`src/rtl/call_scheduler.sv`:
```
// Hall-call scheduler: latches floor calls, clears them on door service, and
// picks the next target floor using an up/down sweep with motor-direction guards.
module call_scheduler (
  input  logic       clk,
  input  logic       reset,
  input  logic [4:0] btn,
  input  logic [2:0] current_floor,
  input  logic       door_open,
  input  logic       motor_up,
  input  logic       motor_down,
  output logic [4:0] req,
  output logic [4:0] pending,
  output logic [2:0] pending_count,
  output logic [1:0] dir,
  output logic       fault
);

  typedef enum logic [1:0] {
    IDLE       = 2'b00,
    SERVE_UP   = 2'b01,
    SERVE_DOWN = 2'b10
  } dir_t;

  logic [4:0] pending_q, pending_d;
  logic [2:0] count_q, count_d;
  logic [4:0] req_q, req_d;
  dir_t       dir_q, dir_d;
  logic       fault_q, fault_d;

  logic       floor_valid;
  logic [4:0] cur_onehot;
  logic [4:0] clr;
  logic       motors_both;
  logic       up_guard;
  logic       dn_guard;

  assign floor_valid = (current_floor <= 3'd4);
  assign cur_onehot  = floor_valid ? (5'b00001 << current_floor) : 5'b00000;
  assign clr         = door_open ? cur_onehot : 5'b00000;
  // Both motor flags at once is nonsense; neither guard applies then.
  assign motors_both = motor_up & motor_down;
  assign up_guard    = motor_up & ~motor_down;
  assign dn_guard    = motor_down & ~motor_up;

  // Call latching: a clear in the same cycle as a press wins.
  always_comb begin
    // NOTE: every always_comb output gets a default first so no latch is inferred.
    pending_d = (pending_q | btn) & ~clr;
    count_d   = 3'd0;
    for (int i = 0; i < 5; i++) begin
      count_d = count_d + 3'(pending_d[i]);
    end
    fault_d = fault_q | ~floor_valid | motors_both;
  end

  logic       above_found, below_found;
  logic [2:0] above_floor, below_floor;
  logic       cand_found;
  logic [2:0] cand_floor;
  dir_t       cand_dir;
  logic       blocked;

  // Nearest pending floor strictly above and strictly below the cabin.
  always_comb begin
    above_found = 1'b0;
    above_floor = 3'd0;
    below_found = 1'b0;
    below_floor = 3'd0;
    for (int f = 4; f >= 0; f--) begin
      if (pending_q[f] && (3'(f) > current_floor)) begin
        above_found = 1'b1;
        above_floor = 3'(f);
      end
    end
    for (int f = 0; f < 5; f++) begin
      if (pending_q[f] && (3'(f) < current_floor)) begin
        below_found = 1'b1;
        below_floor = 3'(f);
      end
    end
  end

  // Candidate target according to the sweep direction.
  always_comb begin
    cand_found = 1'b0;
    cand_floor = 3'd0;
    cand_dir   = dir_q;
    unique case (dir_q)
      SERVE_UP: begin
        if (above_found) begin
          cand_found = 1'b1; cand_floor = above_floor; cand_dir = SERVE_UP;
        end else if (below_found) begin
          cand_found = 1'b1; cand_floor = below_floor; cand_dir = SERVE_DOWN;
        end
      end
      SERVE_DOWN: begin
        if (below_found) begin
          cand_found = 1'b1; cand_floor = below_floor; cand_dir = SERVE_DOWN;
        end else if (above_found) begin
          cand_found = 1'b1; cand_floor = above_floor; cand_dir = SERVE_UP;
        end
      end
      default: begin
        // Equal distance goes to the lower floor.
        if (below_found && (!above_found ||
            ((current_floor - below_floor) <= (above_floor - current_floor)))) begin
          cand_found = 1'b1; cand_floor = below_floor; cand_dir = SERVE_DOWN;
        end else if (above_found) begin
          cand_found = 1'b1; cand_floor = above_floor; cand_dir = SERVE_UP;
        end
      end
    endcase
  end

  // Final selection: out-of-range floor and motor-guard violations hold state.
  always_comb begin
    req_d   = req_q;
    dir_d   = dir_q;
    blocked = (up_guard && (cand_floor < current_floor)) ||
              (dn_guard && (cand_floor > current_floor));
    if (!floor_valid) begin
      req_d = req_q;
      dir_d = dir_q;
    end else if (pending_q == 5'b00000) begin
      req_d = 5'b00000;
      dir_d = IDLE;
    end else if (|(pending_q & cur_onehot)) begin
      req_d = cur_onehot;
    end else if (cand_found && !blocked) begin
      req_d = 5'b00001 << cand_floor;
      dir_d = cand_dir;
    end
  end

  always_ff @(posedge clk) begin
    // NOTE: sequential state uses non-blocking assignments only.
    if (reset) begin
      pending_q <= 5'b00000;
      count_q   <= 3'd0;
      req_q     <= 5'b00000;
      dir_q     <= IDLE;
      fault_q   <= 1'b0;
    end else begin
      pending_q <= pending_d;
      count_q   <= count_d;
      req_q     <= req_d;
      dir_q     <= dir_d;
      fault_q   <= fault_d;
    end
  end

  assign req           = req_q;
  assign pending       = pending_q;
  assign pending_count = count_q;
  assign dir           = dir_q;
  assign fault         = fault_q;

endmodule

```
`config.mk`:
```
export PLATFORM = sky130hd
export DESIGN_NAME = call_scheduler
export DESIGN_NICKNAME = d
export VERILOG_FILES = /design/src/rtl/call_scheduler.sv
export SDC_FILE = /design/constraint.sdc
export NUM_CORES = 1
export LEC_CHECK = 0
export CAP_MARGIN = 20
export CORE_MARGIN = 4
export CORE_UTILIZATION = 50
export CTS_CLUSTER_DIAMETER = 50
export DETAILED_ROUTE_END_ITERATION = 8
export DONT_BUFFER_PORTS = 1
export GPL_TIMING_DRIVEN = 0
export PLACE_DENSITY = 0.71
export SETUP_SLACK_MARGIN = 0.5
export SLEW_MARGIN = 20
export SYNTH_ARGS = -nofsm -noshare
export SYNTH_HDL_FRONTEND = slang
export SYNTH_SLANG_ARGS = --single-unit
```
`constraint.sdc`:
```
create_clock -name clk -period 4.68 [get_ports clk]
set_input_delay 0.702 -clock clk [delete_from_list [all_inputs] [get_ports clk]]
set_output_delay 0.702 -clock clk [all_outputs]
set_load 0.1 [all_outputs]
```
==> out/qor.yml <==
outcome:
  outcome: "finished, final reports clean"
layout:
  utilization: 0.6811
  antenna_cells: 0
  stdcell_area_um2: 2079
  syn_to_final_growth_pct: 30.76
min_path:
  holdPathStages: 1
  min_to: "pending[2]$_SDFF_PP0_"
  worstHoldStart: "reset"
clock_network:
  clock-sinks: 16
  cts_hold_buf: 0
  clockRootBuffer: "clkbuf_4"
final_timing:
  timing.hold.ws_ns: 0.4592
  rsz0062_at_grt: "true"
  slew_viol_final: 0
  fmax_ghz: 0.2202
  setup_tns_ns: 0
  min_period_over_period: 0.9705
route:
  ant_nets: 0
  initialDrtViolationCount: 82
  drt-pass1-iter-count: 4
  wl_per_cell_um: 17.78
  drc: 0
  dr_total_vias: 1630
  via_per_inst: 6.198
global_route:
  first_global_vias: 1674
  antenna_found_initial: 0
  grtUsageTotal: 0.2334
  overflow: 0
logic_synthesis:
  ys_sh_adder: 0.1369
  topCombFamilyByArea: "AND-OR/OR-AND gates"
  synth_top_area_share: 0.2014
  yosys_warnings: 0
  synth-simple-area-share: 0.2172
  yosysTopAreaCell: "dfxtp_1"
  ys_seq_frac: 0.2014
  yosys.cell_count.top_type: "a21oi_1"
  xor_share: 0.01101
  synth-edff-count: 0
critical_path:
  path_class: "in2reg"
  endpoint: "dir[0]$_SDFFE_PP0P_"
  cp-start-kind: "input pin"
  reg2reg_slack_ns: 0.14
  worstPathRequired_ns: 4.85
  worst-path-max-fanout: 10
  reg2reg_from: "pending[1]$_SDFF_PP0_"
  critPathArrivalTime_ns: 4.71
  r2r-end: "dir[0]$_SDFFE_PP0P_"
die:
  dieArea_um2: 4147
place:
  post_dp_cell_area_um2: 1737
  place_inst: 245
  pre_cts_ws_ns: -0.5089
  dp_hpwl_mm: 3.462
pwr:
  power_mw: 0.7398
  peakVddDrop_v: 0.0003117
  p_comb_frac: 0.483
-- power groups by stage --
stage                     sequential (mW)  clock, mW  combinational, mW
final                               0.290     0.0926              0.358
after global routing                0.292      0.102              0.393
after CTS                           0.289     0.0953              0.321
after detailed placement            0.293          0              0.267
after global placement              0.293          0              0.254
after floorplan                     0.289          0              0.214
-- routing by layer --
metal / part of all wire / wire (µm) / track usage
met1: 0.40 / 1860 / 0.2701
met2: 0.52 / 2410 / 0.4420
met4: 0.028 / 130 / 0.06596
met5: 0 / 0 / 0
met3: 0.058 / 273 / 0.02988
-- cell type report --
cell class	instances	area, µm²
Clock buffer	4	36.28
Timing Repair Buffer	14	101.3
Buffer	10	92.59
Sequential cell	16	335.3
Fill cell	265	973.4
Multi-Input combinational cell	161	1406
Inverter	14	52.55
Tap cell	44	55.05
-- worst max-delay path, stage by stage --
cell	delay, ns
buf_6	0.12
buf_6	0.14
nor2_2	0.14
nor2_2	0.08
a21oi_2	0.17
ha_2	0.19
inv_1	0.04
fa_2	0.33
xor2_1	0.17
ha_1	0.34
a21oi_2	0.20
a21oi_4	0.09
a21boi_4	0.15
and3_4	0.20
a311oi_4	0.31
ha_1	0.32
nand2_1	0.09
o21ai_2	0.06
mux2_4	0.34
a21boi_4	0.15
o21a_1	0.20
a21oi_2	0.13
nor3_2	0.05
-- flip-flops by register name, summed over array words and instances (netlist names) --
name           cells
pending            5
pending_count      3
req                5
fault              1
dir                2
-- logic make-up after synthesis --
| group | Yosys count |
|---|---|
| compound gates | 77 |
| buf+inv | 24 |
| simple gates | 64 |
| fa+ha+maj | 15 |
| flops | 16 |
| xor+xnor | 2 |
| mux | 3 |
-- repair_timing --
action                     CTS  global route
setup buffers               11             3
setup endpoints to repair    7             7
pin swaps                   13            15
gates resized               27            17
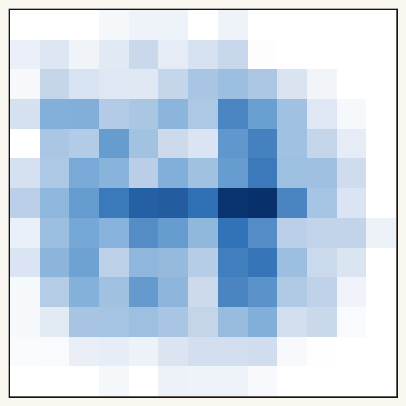
*Wiring heat map*
Scale: 6 px per µm. 13 x 13 tiles, from white (low) to dark blue (high), scaled to the fullest tile. Values are wire area over tile area, all layers added.
emptiest ninth of the die: north-east
densest ninth of the die: center
nearly empty tiles: 21%

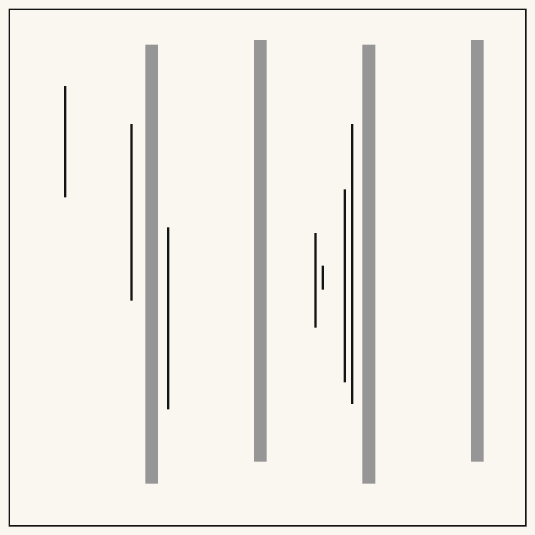
*The metal 4 layer*
Scale: 8 px per µm. Supply wires on this layer in gray.
nets with wire on the layer: 7
wire length on this layer: 131 µm
longest straight run: 34.7 µm
main direction: vertical
share of all routed wire: 2.8%

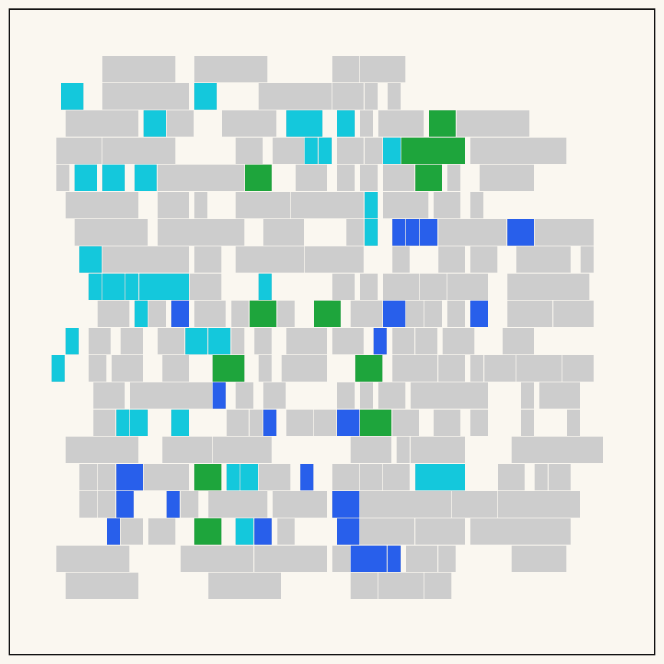
*Gate-type map*
Scale: 10 px per µm.
legend:
  cyan:
    family: NOR gates
    cells: 31
    most_used: nor2_1
  green:
    family: AND-OR and OR-AND gates
    cells: 11
    most_used: a21o_1
  blue:
    family: NAND gates
    cells: 21
    most_used: nand2_1

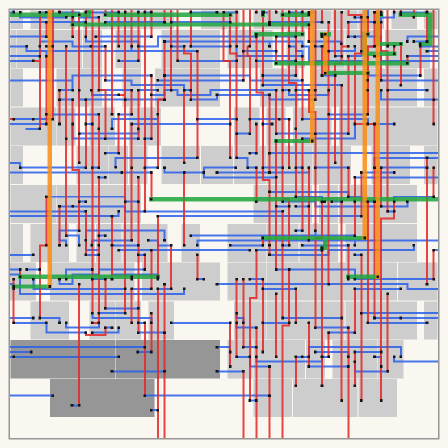
*A small window of the routed layout*
Window x 17 to 47, y 4 to 34 µm. Cells in gray, sequential cells in the stronger gray; small squares are vias.
legend:
  green:
    layer: met3
  orange:
    layer: met4
  red:
    layer: met2
  blue:
    layer: met1
cells with their middle in the window: 73
sequential cells in the window: 3
netlist names of flops here include: `req` (2), `fault` (1)
most frequent: buf_4 (8), a21oi_1 (6), nand2_1 (5)

No activity file was given, so power comes from the tool's default toggle rates.
